$ cat config.mk
export PLATFORM = sky130hd
export DESIGN_NAME = fixed_point_sub_scheduler
export DESIGN_NICKNAME = d
export VERILOG_FILES = /design/src/rtl/fixed_point_sub_scheduler.sv
export SDC_FILE = /design/constraint.sdc
export NUM_CORES = 1
export LEC_CHECK = 0
export CORE_AREA = 2 2 93 104
export DETAILED_ROUTE_END_ITERATION = 16
export DIE_AREA = 0 0 95 106
export PLACE_DENSITY = 0.8
export SKIP_LAST_GASP = 1
export SYNTH_ARGS = -nofsm -noshare
export SYNTH_HDL_FRONTEND = slang
export SYNTH_SLANG_ARGS = --single-unit
$ cat constraint.sdc
create_clock -name clk -period 2.6 [get_ports clk]
set_input_delay 0.39 -clock clk [delete_from_list [all_inputs] [get_ports clk]]
set_output_delay 0.39 -clock clk [all_outputs]
set_load 0.05 [all_outputs]
$ cat src/rtl/fixed_point_sub_scheduler.sv
// Round-robin scheduler sharing one registered Q-format subtract unit
// between NUM_REQ requesters. Each operation walks IDLE -> CALC -> DONE.
module fixed_point_sub_scheduler #(
   parameter int Q       = 8,
   parameter int N       = 16,
   parameter int NUM_REQ = 4,
   parameter int SAT     = 0,
   parameter int IDW     = $clog2(NUM_REQ)
) (
   input  logic                 clk,
   input  logic                 rst_n,
   input  logic [NUM_REQ-1:0]   req_valid,
   output logic [NUM_REQ-1:0]   req_ready,
   input  logic [NUM_REQ*N-1:0] req_a,
   input  logic [NUM_REQ*N-1:0] req_b,
   output logic                 res_valid,
   input  logic                 res_ready,
   output logic [N-1:0]         res_data,
   output logic [IDW-1:0]       res_id,
   output logic                 res_ovf,
   output logic                 busy
);

   typedef enum logic [1:0] {IDLE, CALC, DONE} state_t;

   state_t       state, state_nxt;
   logic [IDW-1:0] rr_ptr, rr_nxt;
   logic [IDW-1:0] gnt_idx;
   logic           gnt_any;
   logic           accept;
   int unsigned    scan;
   int unsigned    wrap;

   logic [N-1:0]   op_a, op_b;
   logic [IDW-1:0] op_id;
   logic [N-1:0]   diff, res_nxt;
   logic           ovf;

   // The binary point position never affects the subtraction itself.
   if (Q < 0 || Q >= N) begin : g_q_range
      $error("fixed_point_sub_scheduler: Q must lie in [0, N-1]");
   end

   // Round-robin scan starting at rr_ptr; first valid requester wins.
   always_comb begin
      gnt_any = 1'b0;
      gnt_idx = '0;
      scan    = 0;
      wrap    = 0;
      for (int unsigned k = 0; k < NUM_REQ; k++) begin
         scan = (32'(rr_ptr) + k) % NUM_REQ;
         if (!gnt_any && req_valid[scan[IDW-1:0]]) begin
            gnt_any = 1'b1;
            gnt_idx = scan[IDW-1:0];
         end
      end
      wrap   = (32'(gnt_idx) + 1) % NUM_REQ;
      rr_nxt = wrap[IDW-1:0];
   end

   assign accept = (state == IDLE) && gnt_any;

   // Next-state logic and the combinational grant strobe.
   always_comb begin
      state_nxt = state;
      req_ready = '0;
      case (state)
         IDLE: begin
            if (gnt_any) begin
               state_nxt = CALC;
               if (rst_n) req_ready[gnt_idx] = 1'b1;
            end
         end
         CALC: state_nxt = DONE;
         DONE: if (res_ready) state_nxt = IDLE;
         default: state_nxt = IDLE;
      endcase
   end

   // Low N bits of the sign-extended difference equal the plain N-bit
   // difference, so the extension is implicit here.
   always_comb begin
      diff    = op_a - op_b;
      ovf     = (op_a[N-1] != op_b[N-1]) && (diff[N-1] != op_a[N-1]);
      res_nxt = diff;
      if (SAT != 0 && ovf) begin
         res_nxt = op_a[N-1] ? {1'b1, {(N-1){1'b0}}} : {1'b0, {(N-1){1'b1}}};
      end
   end

   // State register and round-robin pointer.
   always_ff @(posedge clk or negedge rst_n) begin
      if (!rst_n) begin
         state  <= IDLE;
         rr_ptr <= '0;
      end else begin
         state <= state_nxt;
         if (accept) rr_ptr <= rr_nxt;
      end
   end

   // Operand capture on accept and result register on CALC.
   always_ff @(posedge clk or negedge rst_n) begin
      if (!rst_n) begin
         op_a      <= '0;
         op_b      <= '0;
         op_id     <= '0;
         res_valid <= 1'b0;
         res_data  <= '0;
         res_id    <= '0;
         res_ovf   <= 1'b0;
      end else begin
         if (accept) begin
            op_a  <= req_a[gnt_idx*N +: N];
            op_b  <= req_b[gnt_idx*N +: N];
            op_id <= gnt_idx;
         end
         if (state == CALC) begin
            res_data  <= res_nxt;
            res_ovf   <= ovf;
            res_id    <= op_id;
            res_valid <= 1'b1;
         end else if (state == DONE && res_ready) begin
            res_valid <= 1'b0;
         end
      end
   end

   assign busy = (state != IDLE);

endmodule
==> run_1/met1.png <==
The bar under the picture is 20 um long.
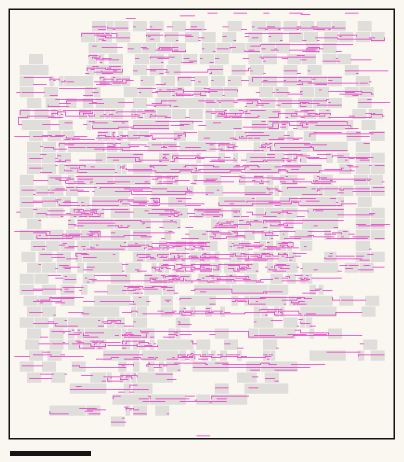
share of all routed wire: 39%
nets with wire on the layer: 613

==> run_1/met2.png <==
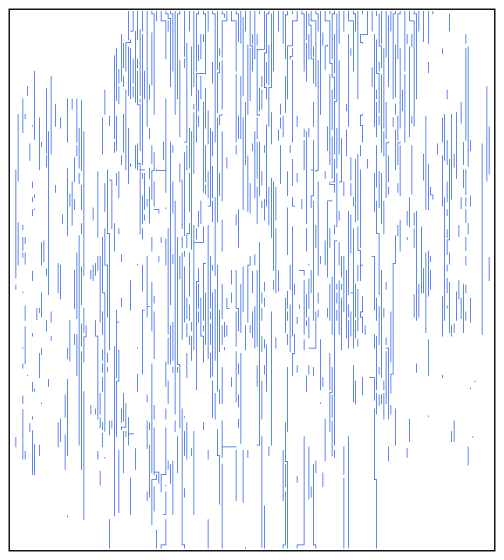
share of all routed wire: 53%
wire length on this layer: 5640 um
nets with wire on the layer: 609

==> run_1/met3.png <==
The bar under the picture is 20 um long.
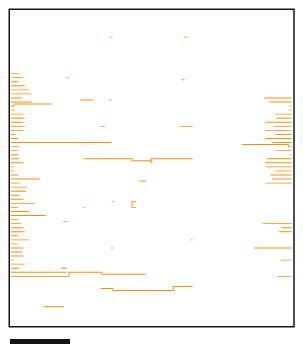
nets with wire on the layer: 87
share of all routed wire: 5.4%
wire length on this layer: 567 um
met3 GRT Util: 0.0468
detailed-route via count: 3500

==> run_1/met4.png <==
The bar under the picture is 20 um long.
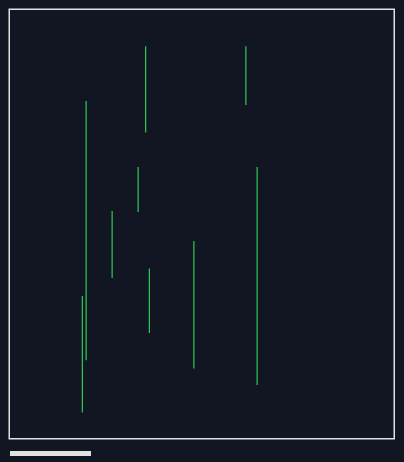
wire length on this layer: 256 um
nets with wire on the layer: 7
main direction: vertical
total routed wirelength: 10.6 mm

==> flow_summary.toml, run 1 <==
# flow metrics
[layout]
layout.area.comb_um2 = 2190
seq_share = 0.250
num-multi-input-gates = 294
layout_overhead_on_the_synthesized_area_pct = 49.5
filler_cell_count = 765
dominant_cells = "combinational gates"
clockNetworkAreaShare = 0.0352
sh_comb_area = 0.379
clockBufferCount = 13
layout.core_utilization = 0.635
final_cell_count_no_fill = 677
insertedDiodeCount = 0
nonClockInverterCount = 23

[clocking]
cts.clk_slew.worst_paths_ns = 0.07
clock_buffer_count_from_cts = 9
clock_sink_count = 58
cts_tree = "yes"
cts-hold-fix-buffers = 1
clk_path_buf_depth = 2
insertion_delay_ns = 0.34
cts_root_buf = "clkbuf_8"

[place]
dp_worst_setup_slack_ns = 0.0918
io_buffers = 159
place_inst = 661
post_dp_cell_area_um2 = 5580

[worst_setup_path]
critical-path-max-stage-delay_ns = 0.44
startpoint = "state[0]"
critical_path.n_buffers_inverters = 2
r2r_start = "op_b[0]"
reg2reg_depth = 8
timing.rr.end = "res_data[14]"
worstPathRequired_ns = 2.21
cp_common_cell = "or2_1"
startpoint_type = "flip-flop"

[power]
irDropWorstVdd_mv = 0.934
power.internal_w = 0.00406
power.density_cell_area_nw_per_um2 = 1290
switching_share = 0.457

[die]
core-area_um2 = 9120
io-pin-count = 160
placementRows = 37
die-height_um = 106

[yosys]
top_cells_by_count = "mux2i_1, dfrtp_1, o21ai_1"
top_cell = "mux2i_1"
yosys_warnings = 0
synth-cells-yosys = 396
post-synth-top-area-cell = "dfrtp_1"
syn-instance-count = 396
synth.top_cells.by_area = "dfrtp_1, mux2i_1, ha_1, o21ai_1, a2bb2oi_1"
net_count_after_synthesis = 547
synthArstFlopShare = 1.00

[sta]
fin_hold_ws_ns = 0.410
setup_total_negative_slack_ns = 0
finalHoldViolations = 0
final_setup_vio_count = 0
min_period_over_period = 0.939
setup_slack_ns = 0.160

[route]
drt_first_pass_iters = 4
route.met3.wl_um = 566

[global_route]
grt_usage = 0.216
grt_antenna_before_repair = 0
grt_pass1_vias = 3693
grt_max_degree = 57
grt_pass1_wl_mm = 16.9

[status]
outcome = "completed"

[run]
warning_count = 26
[run 1: cell families (layout without fill, tap and decap cells)]
| logic type | Yosys count | in the layout | synth area share |
|---|---|---|---|
| AND-OR/OR-AND | 128 | 128 | 0.221 |
| XOR/XNOR | 16 | 16 | 0.0362 |
| adder cells (fa/ha/maj) | 16 | 16 | 0.0536 |
| buffers and inverters | 44 | 208 | 0.0594 |
| flip-flops | 58 | 58 | 0.374 |
| multiplexers | 69 | 69 | 0.179 |
| AND/OR/NAND/NOR | 65 | 65 | 0.0765 |
[run 1: layer usage]
layer / vias up / track usage
met5: - / 0
met2: 102 / 0.389
li1: 1750 / -
met3: 20 / 0.0468
met4: 0 / 0.0839
met1: 1628 / 0.245
[run 1: placed cells by master (no fill, tap or decap), types with 4 or more instances in the layout]
| cell | n |
|---|---|
| nor2_1 | 13 |
| mux2i_1 | 66 |
| o21ai_1 | 36 |
| clkdlybuf4s50_1 | 154 |
| a21o_1 | 6 |
| xnor2_1 | 10 |
| a21oi_1 | 14 |
| nand2_1 | 32 |
| a2bb2oi_1 | 16 |
| dfrtp_1 | 58 |
| buf_4 | 10 |
| ha_1 | 15 |
| inv_1 | 21 |
| xor2_1 | 6 |
| o22a_1 | 16 |
| nor2b_1 | 6 |
| o21ai_0 | 20 |
| clkbuf_8 | 12 |
| nand2b_1 | 4 |
| buf_12 | 4 |
[run 1: state kept, by name, indices dropped and copies added, names as in the netlist]
register and flops:
op_a 16, op_b 16, res_data 16, op_id 2, res_id 2, rr_ptr 2
state 2, res_ovf 1, res_valid 1
[run 1: power by group through the flow]
stage	sequential (W)	combinational (W)	clock (W)
CTS	0.00163	0.00503	0.000869
floorplan	0.00208	0.00324	0
global placement	0.00162	0.00487	0
global route	0.00167	0.00549	0.000916
detailed placement	0.00164	0.00501	0
finish	0.00163	0.00499	0.000852
==> run 1 -> run 2 <==
clock period = 2.8 ns   (was 2.6 ns; I/O delays follow)
==> run_2/met4.png <==
The bar under the picture is 20 um long.
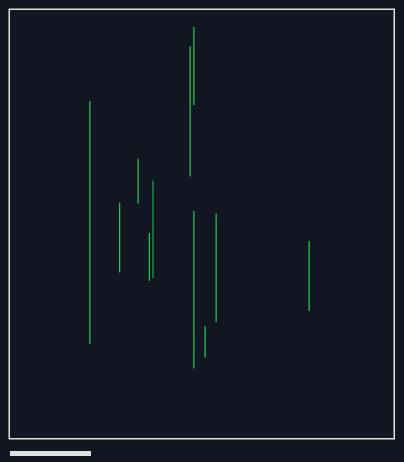
wire length on this layer: 264 um
main direction: vertical
total routed wirelength: 10.7 mm
detailed-route via count: 3580

==> flow_summary.toml, run 2 <==
# flow metrics
[layout]
insertedDiodeCount = 0
final_cell_count_no_fill = 676
layout.area.comb_um2 = 2190
biggestRegsByFlops = "op_a: 16 flops, op_b: 16 flops, res_data: 16 flops"
most_common_cell_after_layout_fill_and_taps_aside = "clkdlybuf4s50_1"
mostFrequentLayoutCells = "clkdlybuf4s50_1, mux2i_1, dfrtp_1"
layout.core_utilization = 0.631
filler_cell_count = 773
layout_overhead_on_the_synthesized_area_pct = 48.4

[place]
dp_worst_setup_slack_ns = 0.312
io_buffers = 159
place_inst = 661
gp_congestion = 0.851
post_dp_cell_area_um2 = 5580

[power]
switching_share = 0.463
power.density_cell_area_nw_per_um2 = 1180
irDropWorstVdd_mv = 0.679

[worst_setup_path]
worstPathRequired_ns = 2.38
critical-path-max-stage-delay_ns = 0.61
r2r_start = "op_b[0]"
startpoint = "req_valid[3]"
cp_common_cell = "or2_1"
startpoint_type = "input pin"

[status]
outcome = "completed"

[clocking]
insertion_delay_ns = 0.34
clk_path_buf_depth = 2
cts-hold-fix-buffers = 0
clock_sink_count = 58
clock_buffer_count_from_cts = 9
cts.clk_slew.worst_paths_ns = 0.06
postCtsResizedCells = 0
cts_root_buf = "clkbuf_8"
cts_tree = "yes"

[die]
die-height_um = 106
placementRows = 37
io-pin-count = 160
core-area_um2 = 9120

[global_route]
grt_pass1_wl_mm = 17.0
grt_max_degree = 59
grt_usage = 0.217

[yosys]
syn-instance-count = 396
synth-cells-yosys = 396
net_count_after_synthesis = 547
synth.top_cells.by_area = "dfrtp_1, mux2i_1, ha_1, o21ai_1, a2bb2oi_1"
top_cell = "mux2i_1"
synthArstFlopShare = 1.00
top_cells_by_count = "mux2i_1, dfrtp_1, o21ai_1"
post-synth-top-area-cell = "dfrtp_1"

[sta]
fin_hold_ws_ns = 0.355
setup_slack_ns = 0.300
clock_skew_ns = 0.00679
final_setup_vio_count = 0
setup_total_negative_slack_ns = 0

[route]
drt_first_pass_iters = 4

[run]
warning_count = 26
==> run_2/met3.png <==
The bar under the picture is 20 um long.
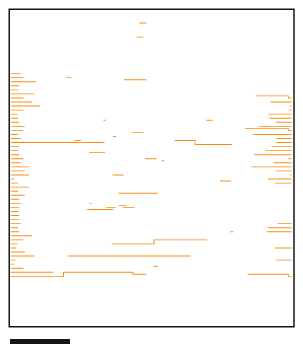
share of all routed wire: 5.8%
wire length on this layer: 624 um

## run 2: cell types whose count changed in the layout (fill, tap and decap cells not counted)
| cell | change |
|---|---|
| bufinv_16 | -1 |
| clkbuf_8 | -1 |
| clkinv_2 | +2 |
| dlygate4sd3_1 | -1 |
## run 2: path summary, 6_finish.rpt
check / cells past startpoint / end
worst min-delay path: 2 / res_data[12]
worst max register to register: 8 / res_data[14]
worst min register to register: 2 / op_id[1]
max in group asynchronous: 2 / op_b[14]
worst max-delay path: 8 / req_ready[1]
min in group clk: 2 / op_id[1]
## run 2: area by class of cell
| class | instances | share of cell area |
|---|---|---|
| Multi-Input combinational cell | 294 | 0.382 |
| Sequential cell | 58 | 0.252 |
| Clock inverter | 3 | 0.00261 |
| Clock buffer | 12 | 0.0270 |
| Inverter | 23 | 0.0150 |
| Tap cell | 117 | 0.0255 |
| Timing Repair Buffer | 169 | 0.296 |
## run 2: power by group through the flow
stage                     Clock (W)  Sequential, W  Combinational, W
after detailed placement          0        0.00152           0.00463
after CTS                  0.000684        0.00151           0.00465
after floorplan                   0        0.00193           0.00301
final                      0.000669        0.00151           0.00462
after global routing       0.000720        0.00156           0.00505
after global placement            0        0.00151           0.00452
## run 2: routing by layer
layer / part of all wire / GRT usage / vias to the layer above
li1: - / - / 1762
met2: 0.53 / 0.394 / 112
met1: 0.38 / 0.236 / 1684
met5: 0 / 0 / -
met4: 0.025 / 0.0766 / 0
met3: 0.058 / 0.0659 / 22
## run 2: cell families (layout without fill, tap and decap cells)
group                      count (synthesis)  in the layout  share of synthesized area
and+or+nand+nor                           65             65                     0.0765
adders and majority gates                 16             16                     0.0536
xor gates and xnor gates                  16             16                     0.0362
buffers and inverters                     44            207                     0.0594
DFF                                       58             58                      0.374
AOI/OAI and AO/OA                        128            128                      0.221
muxes                                     69             69                      0.179
No activity file was given, so power comes from the tool's default toggle rates.
